## src/rtl/erase_frame_seq_pkg.sv

```systemverilog
// Shared types and constants for the erase_frame_seq pixel-correction sequencer.
// Optional feature macro used by the top level: ERASE_DEAD_CNT_EN.
package erase_pkg;

    typedef enum logic [2:0] {
        IDLE,
        FETCH,
        ADVANCE,
        GAP,
        FRAME_END
    } state_t;

    // Test-marker window, inclusive bounds
    localparam logic [6:0] MK_X_LO = 7'd39;
    localparam logic [6:0] MK_X_HI = 7'd40;
    localparam logic [5:0] MK_Y_LO = 6'd31;
    localparam logic [5:0] MK_Y_HI = 6'd32;

    // Pixel levels
    localparam logic [9:0] BG_LEVEL  = 10'd10;
    localparam logic [9:0] CLIP_VAL  = 10'd1022;
    localparam logic [9:0] MK_RESET  = 10'd250;
    localparam logic [9:0] MK_STEP   = 10'd50;
    localparam logic [9:0] MK_LIMIT  = 10'd1000;

    // Marker level advances once per frame and wraps back to its reset value
    function automatic logic [9:0] next_level(input logic [9:0] lvl);
        return (lvl >= MK_LIMIT) ? MK_RESET : (lvl + MK_STEP);
    endfunction

endpackage

```

## src/rtl/erase_frame_seq_pix_dp.sv

```systemverilog
// Combinational pixel datapath: overload clip, dead-pixel substitution and
// test-marker overlay. All state lives in the sequencer.
module erase_pix_dp
    import erase_pkg::*;
#(
    parameter int unsigned OVL_THR = 2045
) (
    input  logic [15:0] rd_data,
    input  logic        dp_bit,
    input  logic [9:0]  last_good,
    input  logic        test_q,
    input  logic [6:0]  x,
    input  logic [5:0]  y,
    input  logic [9:0]  level,
    output logic [9:0]  clip_val,
    output logic [9:0]  pix_val
);

    logic [9:0] dead_val;
    logic       in_mark;

    // Clip, substitute and overlay for the sample currently on the read bus
    always_comb begin
        clip_val = (rd_data >= 16'(OVL_THR)) ? CLIP_VAL : rd_data[10:1];
        dead_val = dp_bit ? last_good : clip_val;
        in_mark  = (x >= MK_X_LO) && (x <= MK_X_HI) &&
                   (y >= MK_Y_LO) && (y <= MK_Y_HI);
        if (test_q) begin
            pix_val = in_mark ? level : BG_LEVEL;
        end else begin
            pix_val = dead_val;
        end
    end

endmodule

```

## src/rtl/erase_frame_seq.sv

```systemverilog
// Frame sequencer: raster-scans a COLS x ROWS frame, fetches raw samples over
// a req/ack handshake and emits a registered 10-bit corrected pixel stream.
// Define ERASE_DEAD_CNT_EN to add the per-frame dead-pixel count output.
module erase_frame_seq
    import erase_pkg::*;
#(
    parameter int unsigned COLS    = 80,
    parameter int unsigned ROWS    = 64,
    parameter int unsigned GAP_CYC = 4,
    parameter int unsigned OVL_THR = 2045
) (
    input  logic        clk,
    input  logic        rst,
    input  logic        enable,
    input  logic        frame_start,
    input  logic        test,
    output logic        rd_req,
    output logic [12:0] rd_addr,
    input  logic        rd_ack,
    input  logic [15:0] rd_data,
    input  logic        dp_bit,
    output logic        pix_valid,
    output logic [9:0]  pix_data,
    output logic [6:0]  pix_x,
    output logic [5:0]  pix_y,
    output logic        busy,
    output logic        frame_done,
    output logic        overrun
`ifdef ERASE_DEAD_CNT_EN
   ,output logic [12:0] dead_cnt
`endif
);

    localparam logic [6:0] X_LAST = 7'(COLS - 1);
    localparam logic [5:0] Y_LAST = 6'(ROWS - 1);
    localparam int unsigned GW    = (GAP_CYC > 1) ? $clog2(GAP_CYC) : 1;
    localparam logic [GW-1:0] GAP_LOAD = GW'(GAP_CYC - 1);

    state_t        state;
    logic [6:0]    x;
    logic [5:0]    y;
    logic [GW-1:0] gap_cnt;
    logic          test_q;
    logic [9:0]    last_good;
    logic [9:0]    level;
    logic [9:0]    clip_val;
    logic [9:0]    pix_val;

    assign rd_addr = {y, x};

    erase_pix_dp #(
        .OVL_THR (OVL_THR)
    ) u_pix_dp (
        .rd_data   (rd_data),
        .dp_bit    (dp_bit),
        .last_good (last_good),
        .test_q    (test_q),
        .x         (x),
        .y         (y),
        .level     (level),
        .clip_val  (clip_val),
        .pix_val   (pix_val)
    );

    // Raster-scan sequencer with registered request and pixel outputs
    always_ff @(posedge clk) begin
        if (rst) begin
            state      <= IDLE;
            x          <= '0;
            y          <= '0;
            gap_cnt    <= '0;
            test_q     <= 1'b0;
            last_good  <= '0;
            level      <= MK_RESET;
            rd_req     <= 1'b0;
            pix_valid  <= 1'b0;
            pix_data   <= '0;
            pix_x      <= '0;
            pix_y      <= '0;
            busy       <= 1'b0;
            frame_done <= 1'b0;
            overrun    <= 1'b0;
        end else begin
            pix_valid  <= 1'b0;
            frame_done <= 1'b0;
            if (frame_start && busy) begin
                overrun <= 1'b1;
            end
            unique case (state)
                IDLE: begin
                    if (frame_start && enable) begin
                        x         <= '0;
                        y         <= '0;
                        test_q    <= test;
                        last_good <= '0;
                        busy      <= 1'b1;
                        rd_req    <= 1'b1;
                        state     <= FETCH;
                    end
                end
                FETCH: begin
                    if (rd_ack) begin
                        rd_req    <= 1'b0;
                        pix_valid <= 1'b1;
                        pix_data  <= pix_val;
                        pix_x     <= x;
                        pix_y     <= y;
                        if (!dp_bit) begin
                            last_good <= clip_val;
                        end
                        state <= ADVANCE;
                    end
                end
                ADVANCE: begin
                    if (x < X_LAST) begin
                        x      <= x + 7'd1;
                        rd_req <= 1'b1;
                        state  <= FETCH;
                    end else if (y < Y_LAST) begin
                        x       <= '0;
                        y       <= y + 6'd1;
                        gap_cnt <= GAP_LOAD;
                        state   <= GAP;
                    end else begin
                        frame_done <= 1'b1;
                        state      <= FRAME_END;
                    end
                end
                GAP: begin
                    if (gap_cnt == '0) begin
                        rd_req <= 1'b1;
                        state  <= FETCH;
                    end else begin
                        gap_cnt <= gap_cnt - 1'b1;
                    end
                end
                FRAME_END: begin
                    busy  <= 1'b0;
                    level <= next_level(level);
                    state <= IDLE;
                end
                default: state <= IDLE;
            endcase
        end
    end

`ifdef ERASE_DEAD_CNT_EN
    logic [12:0] dead_acc;

    // Accumulate dead-map hits over a frame and publish the total at frame end
    always_ff @(posedge clk) begin
        if (rst) begin
            dead_acc <= '0;
            dead_cnt <= '0;
        end else begin
            if (state == IDLE && frame_start && enable) begin
                dead_acc <= '0;
            end else if (state == FETCH && rd_ack && dp_bit && dead_acc != '1) begin
                dead_acc <= dead_acc + 13'd1;
            end
            if (state == FRAME_END) begin
                dead_cnt <= dead_acc;
            end
        end
    end
`endif

endmodule

```

## config.mk

```make
export PLATFORM = sky130hd
export DESIGN_NAME = erase_frame_seq
export DESIGN_NICKNAME = d
export VERILOG_FILES = /design/src/rtl/erase_frame_seq_pkg.sv /design/src/rtl/erase_frame_seq_pix_dp.sv /design/src/rtl/erase_frame_seq.sv
export SDC_FILE = /design/constraint.sdc
export NUM_CORES = 1
export LEC_CHECK = 0
export CELL_PAD_IN_SITES_DETAIL_PLACEMENT = 1
export CELL_PAD_IN_SITES_GLOBAL_PLACEMENT = 2
export CORE_UTILIZATION = 27
export CTS_CLUSTER_DIAMETER = 120
export DETAILED_ROUTE_END_ITERATION = 8
export GPL_TIMING_DRIVEN = 0
export PLACE_DENSITY_LB_ADDON = 0.1
export SYNTH_ARGS = -nofsm -noshare
export SYNTH_HDL_FRONTEND = slang
export SYNTH_SLANG_ARGS = --single-unit
```

## constraint.sdc

```tcl
create_clock -name clk -period 1.56 [get_ports clk]
set_input_delay 0.312 -clock clk [delete_from_list [all_inputs] [get_ports clk]]
set_output_delay 0.312 -clock clk [all_outputs]
set_load 0.05 [all_outputs]
```

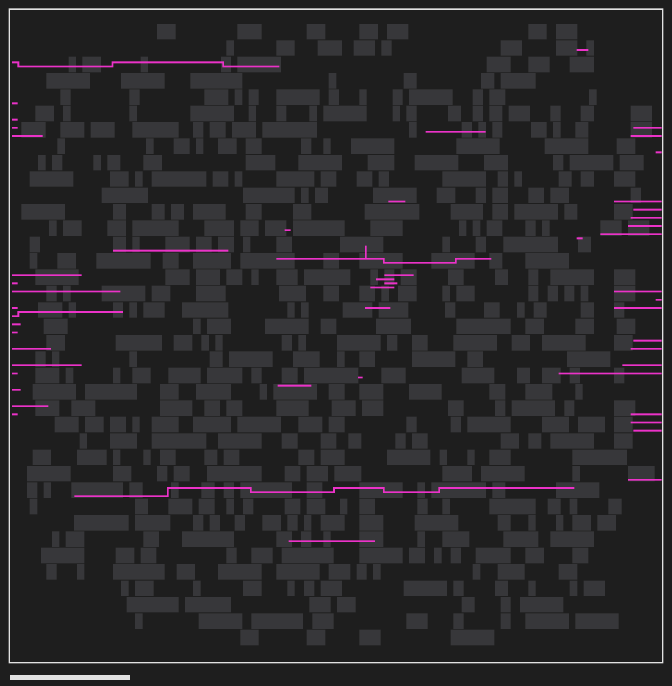
Fig. 1. Signal wires on met3 (run 1).
Scale bar: 20 um.
- main direction: horizontal
- longest straight run: 22.3 um
- share of all routed wire: 4.1%

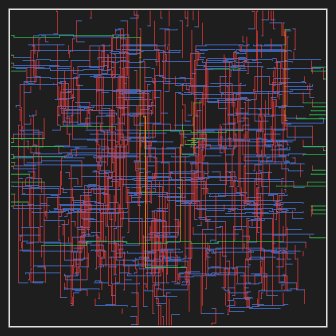
Fig. 2. Metal layers overlaid (run 1).
- M3: green (wire length 435 um)
- M1: blue (wire length 4,470 um)
- M4: orange (wire length 193 um)
- M2: red (wire length 5,570 um)

==> GITHUB_STEP_SUMMARY, run 1 <==
### Flow metrics

| Metric | Value |
|---|---|
| Clock Skew | 7.094 ps |
| Synth flops | 66 |
| CP cell instances | buf_6 -> buf_4 -> clkinvlp_4 -> buf_4 -> nor4b_4 -> buf_4 -> nor2_1 -> a21oi_1 |
| Std-Cell Rows | 38 |
| Outcome | finished with violations |
| Netlist Area Pre-Place | 0.003052 mm2 |
| Multi-input combinational area share | 40.40% |
| Clock period minus worst slack | 1718 ps |
| Antenna Nets Post-Route | 0 |
| Layout cells sized above 1 | 35.44% |
| Post-Route WL | 10,670 um |
| Asr flop ratio synth | 0% |
| Worst-path clk slew | 60 ps |
| Yosys top cell by area | dfxtp_1 |
| Slew Limit Headroom | 61.33% |
| Violated checks | negative setup slack |
| Max Root-Sink Buffers | 2 |
| # nets final | 498 |
| Multi-input comb cells | 265 |
| DP Cell Count | 563 |
| Fmax | 581.9 MHz |
| Design area | 0.004927 mm2 |
| Drt via density | 5.029 |
| Final setup vio count | 25 |
| Crit-path slowest cell | nor4b_4 |
| CTS buffer count | 9 |
| CP Max Fanout | 4 |
| Area leader share | 43.30% |
| Worst Path Arrival | 1980 ps |
| # Cells Yosys | 361 |
| GRT met1 Usage | 21.58% |
| Average routed wire per standard cell | 17.37 um |
| Post-layout period usage | 110.2% |
| Die Height | 108.3 um |
| Top cells by area | dfxtp_1 43%, nand2_1 6.9%, a21oi_1 6.2%, nor2_1 3.6%, ha_1 2.5% |
| Startpoint types | flip-flop |
| Die area | 0.01173 mm2 |
| Starting density of the core | 27.91% |
| Vias in the first global route | 3,145 |
| Area post-placement | 0.003989 mm2 |
| Largest net degree at the start of global routing | 11 |
| Yosys chip area | 0.003052 mm2 |
| Slew Viols, Final | 0 |
| Placeable core area | 0.01094 mm2 |
| DRC errors left | 0 |
| Worst setup margin | -158.5 ps |
| Sw Pwr | 993.7 uW |
| MaxCap Viol Count | 0 |
| VDD IR max | 0.7194 mV |
| Logic area | 0.001991 mm2 |
| Global-route wire length before repair | 16,690 um |
| IO Count | 64 |
| Vias | 3,088 |
| CP Capture Type | flip-flop |
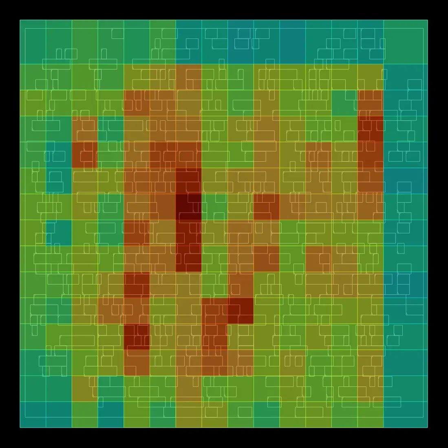
Fig. 3. Routing congestion (run 1).
Total GRT Usage: 19.17%
GR Util met2: 34.62%

run 1: flip-flops by register name, summed over array words and instances, names as in the netlist:
name / cells
state: 3
x: 7
pix_y: 6
test_q: 1
last_good: 10
level: 9
busy: 1
pix_data: 10
gap_cnt: 2
frame_done: 1
rd_req: 1
overrun: 1
y: 6
pix_x: 7
pix_valid: 1
run 1: metal layers:
| layer | wire length (um) | share of wire (%) | vias to the layer above |
|---|---|---|---|
| met5 | 0 | 0 | - |
| met4 | 192 | 1.8 | 0 |
| met3 | 435 | 4.1 | 11 |
| met2 | 5568 | 52 | 63 |
| met1 | 4469 | 42 | 1505 |
| li1 | - | - | 1509 |
run 1: synthesized netlist by cell type (6+ instances only):
library cell and n:
ha_1 6, clkbuf_1 11, and3_1 7, xor2_1 8, nor2_1 29, nand2b_1 6, dfxtp_1 66, xnor2_1 6
nand2_1 56, nor3_1 11, inv_1 13, o21ai_0 14, a21oi_1 38, nand3_1 6, or3_1 6
run 1: worst paths after layout:
kind                              start                   endpoint  slack (ps)  depth (start not counted)
setup reg to reg  state[1]$_SDFFE_PP0P_      state[1]$_SDFFE_PP0P_        -160                          8
hold reg to reg   pix_x[4]$_SDFFE_PP0P_      pix_x[4]$_SDFFE_PP0P_         450                          2
setup / recovery  state[1]$_SDFFE_PP0P_      state[1]$_SDFFE_PP0P_        -160                          8
hold / removal              rd_data[12]  last_good[7]$_SDFFE_PP0P_         400                          4
run 1: timing repair:
action | CTS | global route
cloned | 1 | 1
hold endpoints to repair | 0 | 0
gates resized | 131 | 65
hold buffers | 0 | 0
buffers inserted | 26 | 10
setup endpoints to repair | 103 | 66
pin swaps | 26 | 28
run 1: power by group through the flow:
stage | combinational (mW) | clock [mW] | sequential (mW)
global placement | 0.358 | 0 | 1.76
CTS | 0.407 | 1.98 | 1.72
detailed placement | 0.362 | 0 | 1.76
global route | 0.464 | 2.04 | 1.73
floorplan | 0.143 | 0 | 1.82
finish | 0.433 | 1.92 | 1.73
run 1: logic make-up after synthesis:
family	synth area share, %
and+or+nand+nor	25.05
AOI/OAI and AO/OA	20.09
DFF	43.30
buffers and inverters	4.100
xor gates and xnor gates	4.018
adders and majority gates	2.460
muxes	0.9840
run 1: layout by cell type, fill, tap and decap left out, types with 4 or more instances in the layout:
cell type        count
clkbuf_2             5
nor3_1               7
nand2_1             51
clkdlybuf4s15_2     11
dfxtp_2              7
clkdlybuf4s15_1      8
xnor2_1              6
xor2_1               8
clkbuf_4             5
nor2_1              23
dlygate4sd2_1       24
o21ai_1              4
o21ai_0              9
and3_1               6
dfxtp_1             51
inv_1                8
buf_6                9
clkbuf_16           10
clkdlybuf4s50_1     13
dfxtp_4              8
a21oi_1             32
nor2_2               4
nand4_1              5
a21oi_2              5
nand2_2              4
or3_1                4
buf_4               30
run 1: critical path: cells and delay by family (launching register included):
family / cells / cell delay, ps
DFF: 1 / 320
buffers and inverters: 5 / 770
AOI/OAI and AO/OA: 1 / 140
and+or+nand+nor: 2 / 410
Fig. 4: run 1, met2 routing
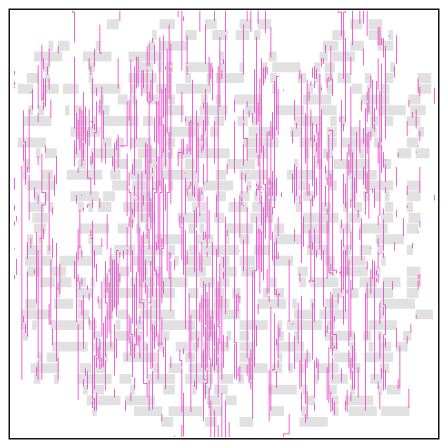

## Run 2: what changed since run 1
- CORE_UTILIZATION: 27 -> 32
- clock period: 1.56 -> 2.1 ns (I/O delays scaled with it)
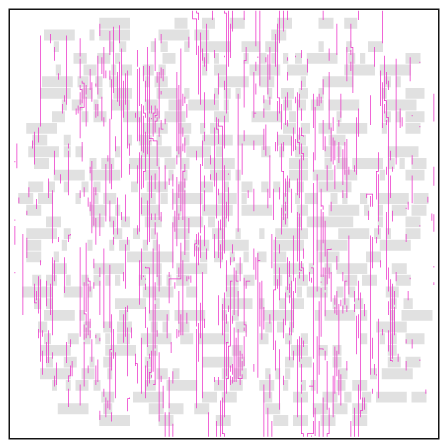
Fig. 5. Met2 routing (run 2).
- nets with wire on the layer: 396
- main direction: vertical
- share of all routed wire: 43%

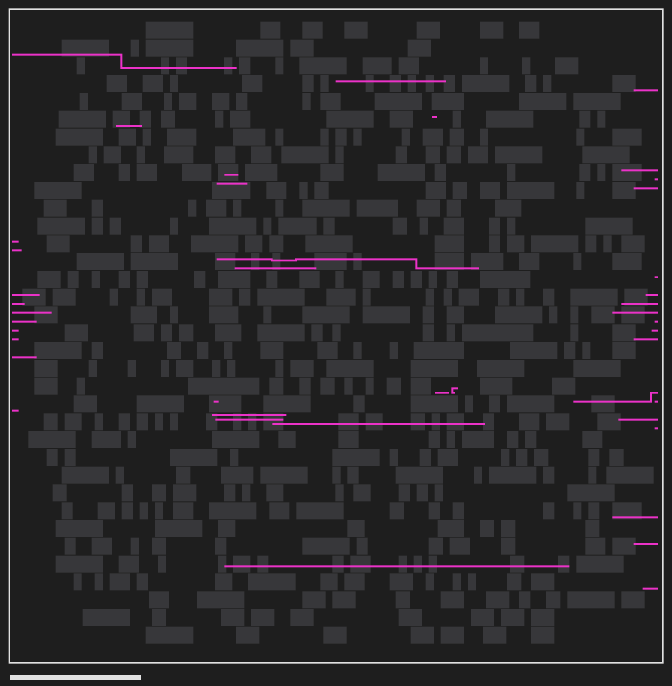
Fig. 6. Signal wires on met3 (run 2).
Scale bar: 20 um.
- nets with wire on the layer: 39
- longest straight run: 52.4 um

==> run 2 against run 1 <==
Against the previous run: the run now ends clean; combinational power down 41%; routed wire length down 16%; cell area down 17%; critical path type is now flip-flop to output pin; count of clock-buffer cells in the layout down 4; largest cell class unchanged; sequential share of layout area up 4.7 points; clock skew up 3.1 ps.
==> GITHUB_STEP_SUMMARY, run 2 <==
### Flow metrics

| Metric | Value |
|---|---|
| Sw Share | 24.89% |
| Area leader share | 43.30% (unchanged) |
| Antenna Nets Post-Route | 0 (unchanged) |
| Netlist Area Pre-Place | 0.003052 mm2 (unchanged) |
| CTS buffer count | 9 (unchanged) |
| # nets final | 464 (-6.8%) |
| Slew Limit Headroom | 46.50% (-15 points) |
| Final setup vio count | 0 (-100%) |
| Largest net degree at the start of global routing | 13 (+2) |
| Asr flop ratio synth | 0% (unchanged) |
| Starting density of the core | 33.03% (+5.1 points) |
| Drt via density | 5.076 (+0.92%) |
| Placeable core area | 0.009240 mm2 (-16%) |
| Outcome | finished clean |
| Mean Syn Cell Area | 8.453 um2 |
| Average routed wire per standard cell | 15.65 um (-9.9%) |
| # Cells Yosys | 361 (unchanged) |
| Crit-path leading delay family | buffers and inverters |
| Post-Route WL | 8906 um (-16%) |
| Post-synth top cells | 66 x dfxtp_1, 56 x nand2_1, 38 x a21oi_1 |
| Worst setup margin | 114.1 ps (+272.5 ps) |
| Worst EP required | 1680 ps |
| Root Driver | clkbuf_8 |
| Max Root-Sink Buffers | 2 (unchanged) |
| Global-route wire length before repair | 14,780 um (-11%) |
| Clock period minus worst slack | 1986 ps |
| Worst path bufs/invs | 1 (-4) |
| Yosys top cell by area | dfxtp_1 |
| Logic area | 0.001615 mm2 (-19%) |
| Synth flops | 66 (unchanged) |
| Vias | 2,888 (-6.5%) |
| Crit-path slowest cell | clkdlybuf4s50_1 |
| Clock Skew | 10.22 ps (+3.121 ps) |
| R2r startpoint | x[1]$_SDFFE_PP0P_ |
| CP Max Fanout | 4 (unchanged) |
| Die area | 0.009931 mm2 (-15%) |
| VDD IR max | 0.2856 mV (-60%) |
| Worst Path Arrival | 1570 ps (-410 ps) |
| Yosys chip area | 0.003052 mm2 (unchanged) |
| Hold buffers post-CTS | 0 (unchanged) |
| Std-Cell Rows | 35 (-7.9%) |
| Top flop regs | last_good: 10 flops, pix_data: 10 flops, level: 9 flops |
| Slew Viols, Final | 0 (unchanged) |
| WHS Path Cells | 2 (-2) |
| Worst-path clk slew | 70 ps (about the same) |
| Most frequent cells in the layout | 64 x dfxtp_1, 56 x nand2_1, 51 x clkdlybuf4s50_1 |
| IO Count | 64 (unchanged) |
| Count leader, synth | dfxtp_1 |
| DRC errors left | 0 (unchanged) |
| Area post-placement | 0.003836 mm2 (-3.8%) |
| Hold_sp | pix_y[1]$_SDFFE_PP0P_ |
| Design area | 0.004101 mm2 (-17%) |
| Vias in the first global route | 2,876 (-8.6%) |
| Layout cells sized above 1 | 8.864% (-27 points) |
| Fmax | 503.5 MHz |
| Flop2flop setup slack | 180 ps (+340 ps) |
| Total GRT Usage | 19.13% (-0.049 points) |
| CP cell instances | clkdlybuf4s50_1 |
| MaxCap Viol Count | 0 (unchanged) |
| Reg2Reg Depth | 5 (-3) |
| R2R Path End | y[5]$_SDFFE_PP0P_ |
| CP Capture Type | output pin |
| Startpoint types | flip-flop |
| Post-layout period usage | 94.57% |
| Most numerous logic cell after layout | dfxtp_1 |
| Die Height | 99.66 um (-8.0%) |
## run 2: cell counts after synthesis
Identical to the previous run, type by type.
## run 2: layer usage
metal	GRT usage, %	vias up	part of all wire [%]
met5	0	-	0
met4	6.448	0	0.98
met3	2.811	7	3.5
met2	29.22	54	43
met1	27.47	1400	52
li1	-	1427	-
## run 2: worst max path at each step
stage,from,to,cells after the start
3_3_place_gp,dp_bit,pix_data[0]$_SDFFE_PP0P_,7
2_1_floorplan,x[1]$_SDFFE_PP0P_,y[5]$_SDFFE_PP0P_,5
3_5_place_dp,dp_bit,pix_data[0]$_SDFFE_PP0P_,7
5_1_grt,rd_data[15],pix_data[0]$_SDFFE_PP0P_,8
6_report,x[6]$_SDFFE_PP0P_,rd_addr[6],1
4_1_cts,x[5]$_SDFFE_PP0P_,rd_addr[5],1
## run 2: area by class of cell
cell class	instances	share of cell area, %
timing repair buffer	63	15.74
buffer	17	1.922
sequential	66	32.28
inverter	13	1.190
clock inverter	6	2.196
multi-input combinational	265	39.38
tap	129	3.935
clock buffer	10	3.356
## run 2: logic make-up after synthesis
logic type | after synthesis | share of synthesized area, %
compound gates | 95 | 20.09
buf+inv | 30 | 4.100
xor+xnor | 14 | 4.018
mux | 3 | 0.9840
simple gates | 147 | 25.05
flops | 66 | 43.30
fa+ha+maj | 6 | 2.460
## run 2: power groups by stage
| stage | registers, mW | clock network [mW] | logic [mW] |
|---|---|---|---|
| after floorplan | 1.36 | 0 | 0.0972 |
| after global placement | 1.32 | 0 | 0.253 |
| after detailed placement | 1.32 | 0 | 0.256 |
| after CTS | 1.29 | 1.25 | 0.256 |
| after global routing | 1.29 | 1.31 | 0.276 |
| final | 1.29 | 1.22 | 0.256 |
## run 2: through the flow
stage | instances | util (%)
2_1_floorplan | 361 | -
6_report | 569 | 44.39
5_1_grt | 569 | 44.39
3_5_place_dp | 552 | 41.52
4_1_cts | 568 | 43.90
3_3_place_gp | 552 | 41.52
## run 2: timing repair
item,in CTS,in global routing
hold endpoints to repair,0,0
endpoints found under the setup margin,6,35
gates resized,6,12
pin swaps,0,1
setup buffers,0,1
gates cloned,0,0
Power figures rest on the tool's default switching activity, not on a simulated workload.
